Figure 1. Power grid.
Bar = 100 um. Pins as bars on the die edge.
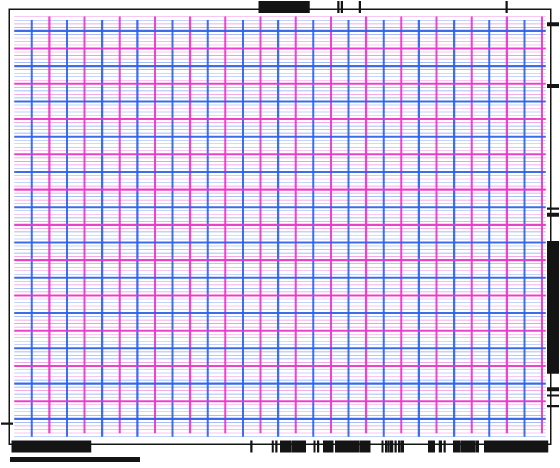
Figure 2. Placement view.
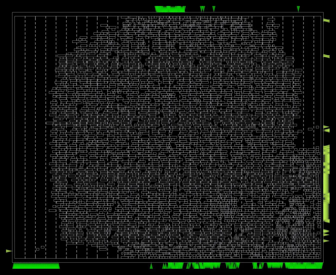
Figure 3. Placement by cell class.
Bar = 100 um.
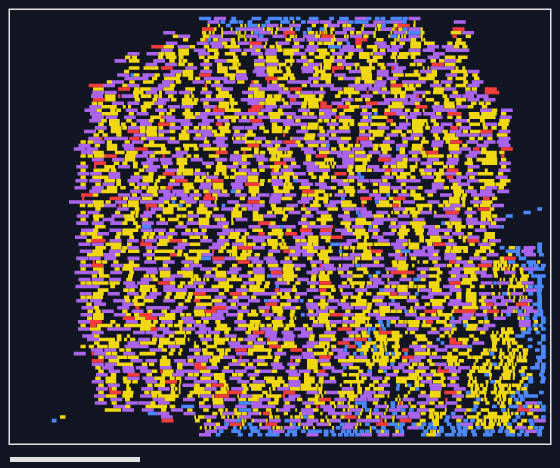
[config.mk]
export PLATFORM = sky130hd
export DESIGN_NAME = id_stage_pipelined
export DESIGN_NICKNAME = d
export VERILOG_FILES = /design/src/rtl/id_stage_pipelined.sv
export SDC_FILE = /design/constraint.sdc
export NUM_CORES = 2
export LEC_CHECK = 0
export CAP_MARGIN = 15
export CORE_ASPECT_RATIO = 0.8
export CORE_MARGIN = 3
export CORE_UTILIZATION = 45
export DETAILED_ROUTE_END_ITERATION = 10
export PLACE_DENSITY = 0.65
export SYNTH_ARGS = -nofsm -noshare
export SYNTH_HDL_FRONTEND = slang
export SYNTH_SLANG_ARGS = --single-unit
[constraint.sdc]
create_clock -name clk -period 46.5 [get_ports clk]
set_input_delay 13.95 -clock clk [delete_from_list [all_inputs] [get_ports clk]]
set_output_delay 13.95 -clock clk [all_outputs]
set_load 0.02 [all_outputs]
[src/rtl/id_stage_pipelined.sv]
// id_stage_pipelined: MIPS decode stage with register file, load-use stall and branch prediction.
// Latency: one cycle from i_instruction to the ID/EX outputs; o_stall, o_branch_prediction and
//          o_branch_target_addr are combinational.
// Backpressure: o_stall holds IF on a load-use hazard and inserts a bubble; i_flush overrides all.
//
// Ports:
//   clk, reset                 clock, asynchronous active-high reset
//   i_valid/i_pc/i_next_pc/
//   i_instruction              instruction presented by IF
//   i_reg_write/i_write_*      WB write port (write-through bypassed into same-cycle reads)
//   i_ex_mem_read/i_ex_rt      load currently in EX, used for load-use detection
//   i_flush                    mispredict flush from EX
//   i_bht_*                    resolved branch outcome for the predictor
//   o_stall, o_branch_*        combinational feedback to IF
//   o_*                        registered ID/EX pipeline register
//
// Optional feature macro: ID_BHT_EN
//   defined   : 2-bit saturating branch history table indexed by PC[$clog2(BHT_ENTRIES)+1:2]
//   undefined : no BHT storage; static backward-taken prediction from imm[15]

module id_stage_pipelined #(
   parameter  int DATA_W      = 32,
   parameter  int NUM_REGS    = 32,
   parameter  int BHT_ENTRIES = 16,
   localparam int RA_W        = $clog2(NUM_REGS)
) (
   input  logic              clk,
   input  logic              reset,
   input  logic              i_valid,
   input  logic [31:0]       i_pc,
   input  logic [31:0]       i_next_pc,
   input  logic [31:0]       i_instruction,
   input  logic              i_reg_write,
   input  logic [RA_W-1:0]   i_write_register,
   input  logic [DATA_W-1:0] i_write_data,
   input  logic              i_ex_mem_read,
   input  logic [RA_W-1:0]   i_ex_rt,
   input  logic              i_flush,
   input  logic              i_bht_update,
   input  logic [31:0]       i_bht_pc,
   input  logic              i_bht_taken,
   output logic              o_stall,
   output logic              o_branch_prediction,
   output logic [31:0]       o_branch_target_addr,
   output logic              o_valid,
   output logic [DATA_W-1:0] o_read_data_1,
   output logic [DATA_W-1:0] o_read_data_2,
   output logic [DATA_W-1:0] o_sign_extended_imm,
   output logic [RA_W-1:0]   o_rs,
   output logic [RA_W-1:0]   o_rt,
   output logic [RA_W-1:0]   o_rd,
   output logic [5:0]        o_opcode,
   output logic [5:0]        o_function,
   output logic              o_alu_src,
   output logic              o_reg_dst,
   output logic              o_reg_write,
   output logic              o_mem_read,
   output logic              o_mem_write,
   output logic              o_mem_to_reg,
   output logic              o_branch,
   output logic [1:0]        o_alu_op,
   output logic              o_pred_taken
);

   localparam logic [5:0] OP_RTYPE = 6'h00;
   localparam logic [5:0] OP_LW    = 6'h23;
   localparam logic [5:0] OP_SW    = 6'h2B;
   localparam logic [5:0] OP_BEQ   = 6'h04;
   localparam logic [5:0] OP_BNE   = 6'h05;
   localparam logic [5:0] OP_ADDI  = 6'h08;

   typedef struct packed {
      logic       alu_src;
      logic       reg_dst;
      logic       reg_write;
      logic       mem_read;
      logic       mem_write;
      logic       mem_to_reg;
      logic       branch;
      logic [1:0] alu_op;
   } ctrl_t;

   // ------------------------------------------------------------------
   // Field extraction
   // ------------------------------------------------------------------
   logic [5:0]        opcode;
   logic [5:0]        funct;
   logic [15:0]       imm16;
   logic [RA_W-1:0]   rs;
   logic [RA_W-1:0]   rt;
   logic [RA_W-1:0]   rd;
   logic [DATA_W-1:0] imm_ext;
   logic [31:0]       imm_ext32;

   assign opcode    = i_instruction[31:26];
   assign funct     = i_instruction[5:0];
   assign imm16     = i_instruction[15:0];
   assign rs        = i_instruction[21 +: RA_W];
   assign rt        = i_instruction[16 +: RA_W];
   assign rd        = i_instruction[11 +: RA_W];
   assign imm_ext   = {{(DATA_W-16){imm16[15]}}, imm16};
   assign imm_ext32 = {{16{imm16[15]}}, imm16};

   // Target is formed for every instruction; IF only uses it when a branch is predicted taken.
   assign o_branch_target_addr = i_next_pc + {imm_ext32[29:0], 2'b00};

   // ------------------------------------------------------------------
   // Decode
   // ------------------------------------------------------------------
   ctrl_t ctrl;
   logic  rt_is_src;
   logic  is_branch;

   always_comb begin
      ctrl      = '0;
      rt_is_src = 1'b0;
      is_branch = 1'b0;
      case (opcode)
         OP_RTYPE: begin
            ctrl.reg_dst   = 1'b1;
            ctrl.reg_write = 1'b1;
            ctrl.alu_op    = 2'b10;
            rt_is_src      = 1'b1;
         end
         OP_LW: begin
            ctrl.alu_src    = 1'b1;
            ctrl.mem_read   = 1'b1;
            ctrl.mem_to_reg = 1'b1;
            ctrl.reg_write  = 1'b1;
         end
         OP_SW: begin
            ctrl.alu_src   = 1'b1;
            ctrl.mem_write = 1'b1;
            rt_is_src      = 1'b1;
         end
         OP_BEQ, OP_BNE: begin
            ctrl.branch = 1'b1;
            ctrl.alu_op = 2'b01;
            rt_is_src   = 1'b1;
            is_branch   = 1'b1;
         end
         OP_ADDI: begin
            ctrl.alu_src   = 1'b1;
            ctrl.reg_write = 1'b1;
         end
         default: ;
      endcase
   end

   // ------------------------------------------------------------------
   // Register file with write-through bypass
   // ------------------------------------------------------------------
   logic [DATA_W-1:0] rf_q [NUM_REGS];
   logic              wr_en;
   logic [DATA_W-1:0] rd1;
   logic [DATA_W-1:0] rd2;

   // Index range guard keeps non-power-of-two register counts safe.
   assign wr_en = i_reg_write && (i_write_register != '0) &&
                  ({1'b0, i_write_register} < (RA_W+1)'(NUM_REGS));

   always_ff @(posedge clk or posedge reset) begin
      if (reset) begin
         for (int i = 0; i < NUM_REGS; i++) rf_q[i] <= '0;
      end else if (wr_en) begin
         rf_q[i_write_register] <= i_write_data;
      end
   end

   always_comb begin
      rd1 = '0;
      if (rs != '0 && ({1'b0, rs} < (RA_W+1)'(NUM_REGS))) begin
         rd1 = (wr_en && i_write_register == rs) ? i_write_data : rf_q[rs];
      end
   end

   always_comb begin
      rd2 = '0;
      if (rt != '0 && ({1'b0, rt} < (RA_W+1)'(NUM_REGS))) begin
         rd2 = (wr_en && i_write_register == rt) ? i_write_data : rf_q[rt];
      end
   end

   // ------------------------------------------------------------------
   // Load-use hazard; a flush kills the instruction so there is nothing to stall
   // ------------------------------------------------------------------
   logic hazard;

   assign hazard  = i_valid && i_ex_mem_read && (i_ex_rt != '0) &&
                    ((i_ex_rt == rs) || (rt_is_src && (i_ex_rt == rt)));
   assign o_stall = hazard && !i_flush;

   // ------------------------------------------------------------------
   // Branch prediction
   // ------------------------------------------------------------------
   logic pred_dir;

`ifdef ID_BHT_EN
   localparam int BHT_W = $clog2(BHT_ENTRIES);

   logic [1:0]       bht_q [BHT_ENTRIES];
   logic [BHT_W-1:0] lookup_idx;
   logic [BHT_W-1:0] update_idx;

   assign lookup_idx = i_pc[BHT_W+1:2];
   assign update_idx = i_bht_pc[BHT_W+1:2];

   // Lookup reads the registered counter, so a same-cycle update is seen only next cycle.
   assign pred_dir = bht_q[lookup_idx][1];

   always_ff @(posedge clk or posedge reset) begin
      if (reset) begin
         for (int i = 0; i < BHT_ENTRIES; i++) bht_q[i] <= 2'b01;
      end else if (i_bht_update) begin
         if (i_bht_taken) begin
            if (bht_q[update_idx] != 2'b11) bht_q[update_idx] <= bht_q[update_idx] + 2'd1;
         end else begin
            if (bht_q[update_idx] != 2'b00) bht_q[update_idx] <= bht_q[update_idx] - 2'd1;
         end
      end
   end
`else
   // Backward branches (negative offset) are assumed to be loops and predicted taken.
   assign pred_dir = imm16[15];
`endif

   assign o_branch_prediction = i_valid && is_branch && pred_dir && !o_stall && !i_flush;

   // ------------------------------------------------------------------
   // ID/EX pipeline register
   // ------------------------------------------------------------------
   logic              load_en;
   logic              valid_q,  valid_d;
   logic              pred_q,   pred_d;
   ctrl_t             ctrl_q,   ctrl_d;
   logic [DATA_W-1:0] rd1_q,    rd1_d;
   logic [DATA_W-1:0] rd2_q,    rd2_d;
   logic [DATA_W-1:0] imm_q,    imm_d;
   logic [RA_W-1:0]   rs_q,     rs_d;
   logic [RA_W-1:0]   rt_q,     rt_d;
   logic [RA_W-1:0]   rd_q,     rd_d;
   logic [5:0]        op_q,     op_d;
   logic [5:0]        fn_q,     fn_d;

   // Flush, stall and invalid input all collapse to the same bubble.
   assign load_en = i_valid && !o_stall && !i_flush;

   always_comb begin
      valid_d = 1'b0;
      pred_d  = 1'b0;
      ctrl_d  = '0;
      rd1_d   = rd1_q;
      rd2_d   = rd2_q;
      imm_d   = imm_q;
      rs_d    = rs_q;
      rt_d    = rt_q;
      rd_d    = rd_q;
      op_d    = op_q;
      fn_d    = fn_q;
      if (load_en) begin
         valid_d = 1'b1;
         pred_d  = o_branch_prediction;
         ctrl_d  = ctrl;
         rd1_d   = rd1;
         rd2_d   = rd2;
         imm_d   = imm_ext;
         rs_d    = rs;
         rt_d    = rt;
         rd_d    = rd;
         op_d    = opcode;
         fn_d    = funct;
      end
   end

   always_ff @(posedge clk or posedge reset) begin
      if (reset) begin
         valid_q <= 1'b0;
         pred_q  <= 1'b0;
         ctrl_q  <= '0;
         rd1_q   <= '0;
         rd2_q   <= '0;
         imm_q   <= '0;
         rs_q    <= '0;
         rt_q    <= '0;
         rd_q    <= '0;
         op_q    <= '0;
         fn_q    <= '0;
      end else begin
         valid_q <= valid_d;
         pred_q  <= pred_d;
         ctrl_q  <= ctrl_d;
         rd1_q   <= rd1_d;
         rd2_q   <= rd2_d;
         imm_q   <= imm_d;
         rs_q    <= rs_d;
         rt_q    <= rt_d;
         rd_q    <= rd_d;
         op_q    <= op_d;
         fn_q    <= fn_d;
      end
   end

   assign o_valid             = valid_q;
   assign o_pred_taken        = pred_q;
   assign o_read_data_1       = rd1_q;
   assign o_read_data_2       = rd2_q;
   assign o_sign_extended_imm = imm_q;
   assign o_rs                = rs_q;
   assign o_rt                = rt_q;
   assign o_rd                = rd_q;
   assign o_opcode            = op_q;
   assign o_function          = fn_q;
   assign o_alu_src           = ctrl_q.alu_src;
   assign o_reg_dst           = ctrl_q.reg_dst;
   assign o_reg_write         = ctrl_q.reg_write;
   assign o_mem_read          = ctrl_q.mem_read;
   assign o_mem_write         = ctrl_q.mem_write;
   assign o_mem_to_reg        = ctrl_q.mem_to_reg;
   assign o_branch            = ctrl_q.branch;
   assign o_alu_op            = ctrl_q.alu_op;

   // PC bits outside the BHT index, shamt and (without the BHT) the update port carry no meaning here.
   logic unused_ok;
   assign unused_ok = ^{i_pc, i_bht_pc, i_bht_update, i_bht_taken, i_instruction};

endmodule

==> run summary <==
flow finished, numbers: Final min period 31,520 ps, r2r setup slk 44,410 ps, DP Wirelength 98,300 um, number of I/O pins 346, status finished, final reports clean, Synth Area in Simple Gates 0.0305, pre-CTS setup slack 14,970 ps, fin cells 6,113, worst-path fanout max 18, GRT Total Usage 0.254, PwrDens 42.5 nW/um2, max cap viols 0, Placement Cell Area 64,400 um2, PortBufs 275, Top cells excl fill/tap dfrtp_1, mux2_1, mux4_2, clkdlybuf4s50_1, mux2i_1, via count 38,500, type of element launching the critical path input pin, logic share of the area 0.443, Synth Area in XOR/XNOR 0.00664, crit path from i_instruction[15], cts bufs inserted 119, clock root buffer master clkbuf_16, DR iter-0 viols 3,630, final WL 177,000 um, Combinational Gates 2,628, Yosys chip area 60,600 um2, reg-to-reg startpoint rf_q[814], Layout Skew 21.5 ps, Final Max Slew Viols 0, H-tree Lvls 3, gpl congestion 0.842, # DRC 0, critical path class input pin to output pin, Tcrit/Tclk final 0.678, Synthesized Nets 4,457, Slew @ Worst Pin 1190 ps, CP Capture Point o_branch_target_addr[31], Gate Area 30,400 um2, 1st-pass router iterations 5, cts hold-fix bufs 0, final setup margin 14,980 ps
## Picture notes: Figure 1
legend:
  blue:
    net: VSS
  magenta:
    net: VDD
signal pins: 346
met4 straps: 30
rows: 119
met5 straps: 23
met1 rails: 120
die span in x: 416 um
core footprint: 133,000 um2
peak supply drop: 0.0313 mV
Die Y: 334 um

## Picture notes: Figure 2
Seq/total area: 0.412
Filler cells: 11,000
final core occ: 0.517

## Picture notes: Figure 3
legend:
  yellow:
    class: all other logic
    cells: 2,640
  red:
    class: clock drivers and dummy loads
    cells: 220
  purple:
    class: flops
    cells: 1,130
  blue:
    class: other buffers and delay cells
    cells: 366

worst max-delay path, stage by stage:
cell             delay, ps
clkdlybuf4s50_1        820
ha_1                   700
nand4_1                150
nor4_1                 340
o2111ai_1              230
o211ai_1               350
o221ai_1               220
xnor2_1                180
clkdlybuf4s50_1        620
Yosys cell counts (18+ instances only):
cell | n | share of area
nand2_1 | 217 | 0.013
o21ai_0 | 70 | 0.0058
buf_2 | 156 | 0.013
dfrtp_1 | 1130 | 0.47
xnor2_1 | 25 | 0.0036
mux4_2 | 512 | 0.19
buf_1 | 50 | 0.0031
nor2_1 | 103 | 0.0064
ha_1 | 29 | 0.0060
mux2_2 | 78 | 0.014
mux2_1 | 929 | 0.17
buf_4 | 34 | 0.0042
a21oi_1 | 27 | 0.0022
o21ai_1 | 73 | 0.0060
o22ai_1 | 128 | 0.013
a21o_1 | 18 | 0.0022
clkbuf_1 | 238 | 0.015
mux2i_1 | 257 | 0.042
xor2_1 | 21 | 0.0030
through the flow:
step / total power [uW] / hold slack (ps)
2_1_floorplan: 1750 / 441
3_3_place_gp: 1930 / 376
3_5_place_dp: 1950 / 383
4_1_cts: 2940 / 396
5_1_grt: 3050 / 404
6_report: 2920 / 389
logic make-up (layout without fill, tap and decap cells):
kind of cell    count (synthesis)  count (layout)
compound gates                354             354
xor+xnor                       46              46
fa+ha+maj                      30              30
buf+inv                       491             598
flops                        1130            1130
mux                          1776            1776
other cells                     0               3
simple gates                  422             422
power by group:
group	internal, uW	switching (uW)
combinational	356	285
clock	569	412
sequential	1170	128
metal layers:
metal	GRT usage	share of wire	routed length, um	vias to the layer above
met4	0.0741	0.032	5610	2
met2	0.403	0.46	82300	1293
met1	0.362	0.44	77800	20800
li1	-	-	-	16100
met5	0	0.000073	13	-
met3	0.0451	0.063	11200	296
Power and IR drop assume default switching activity.
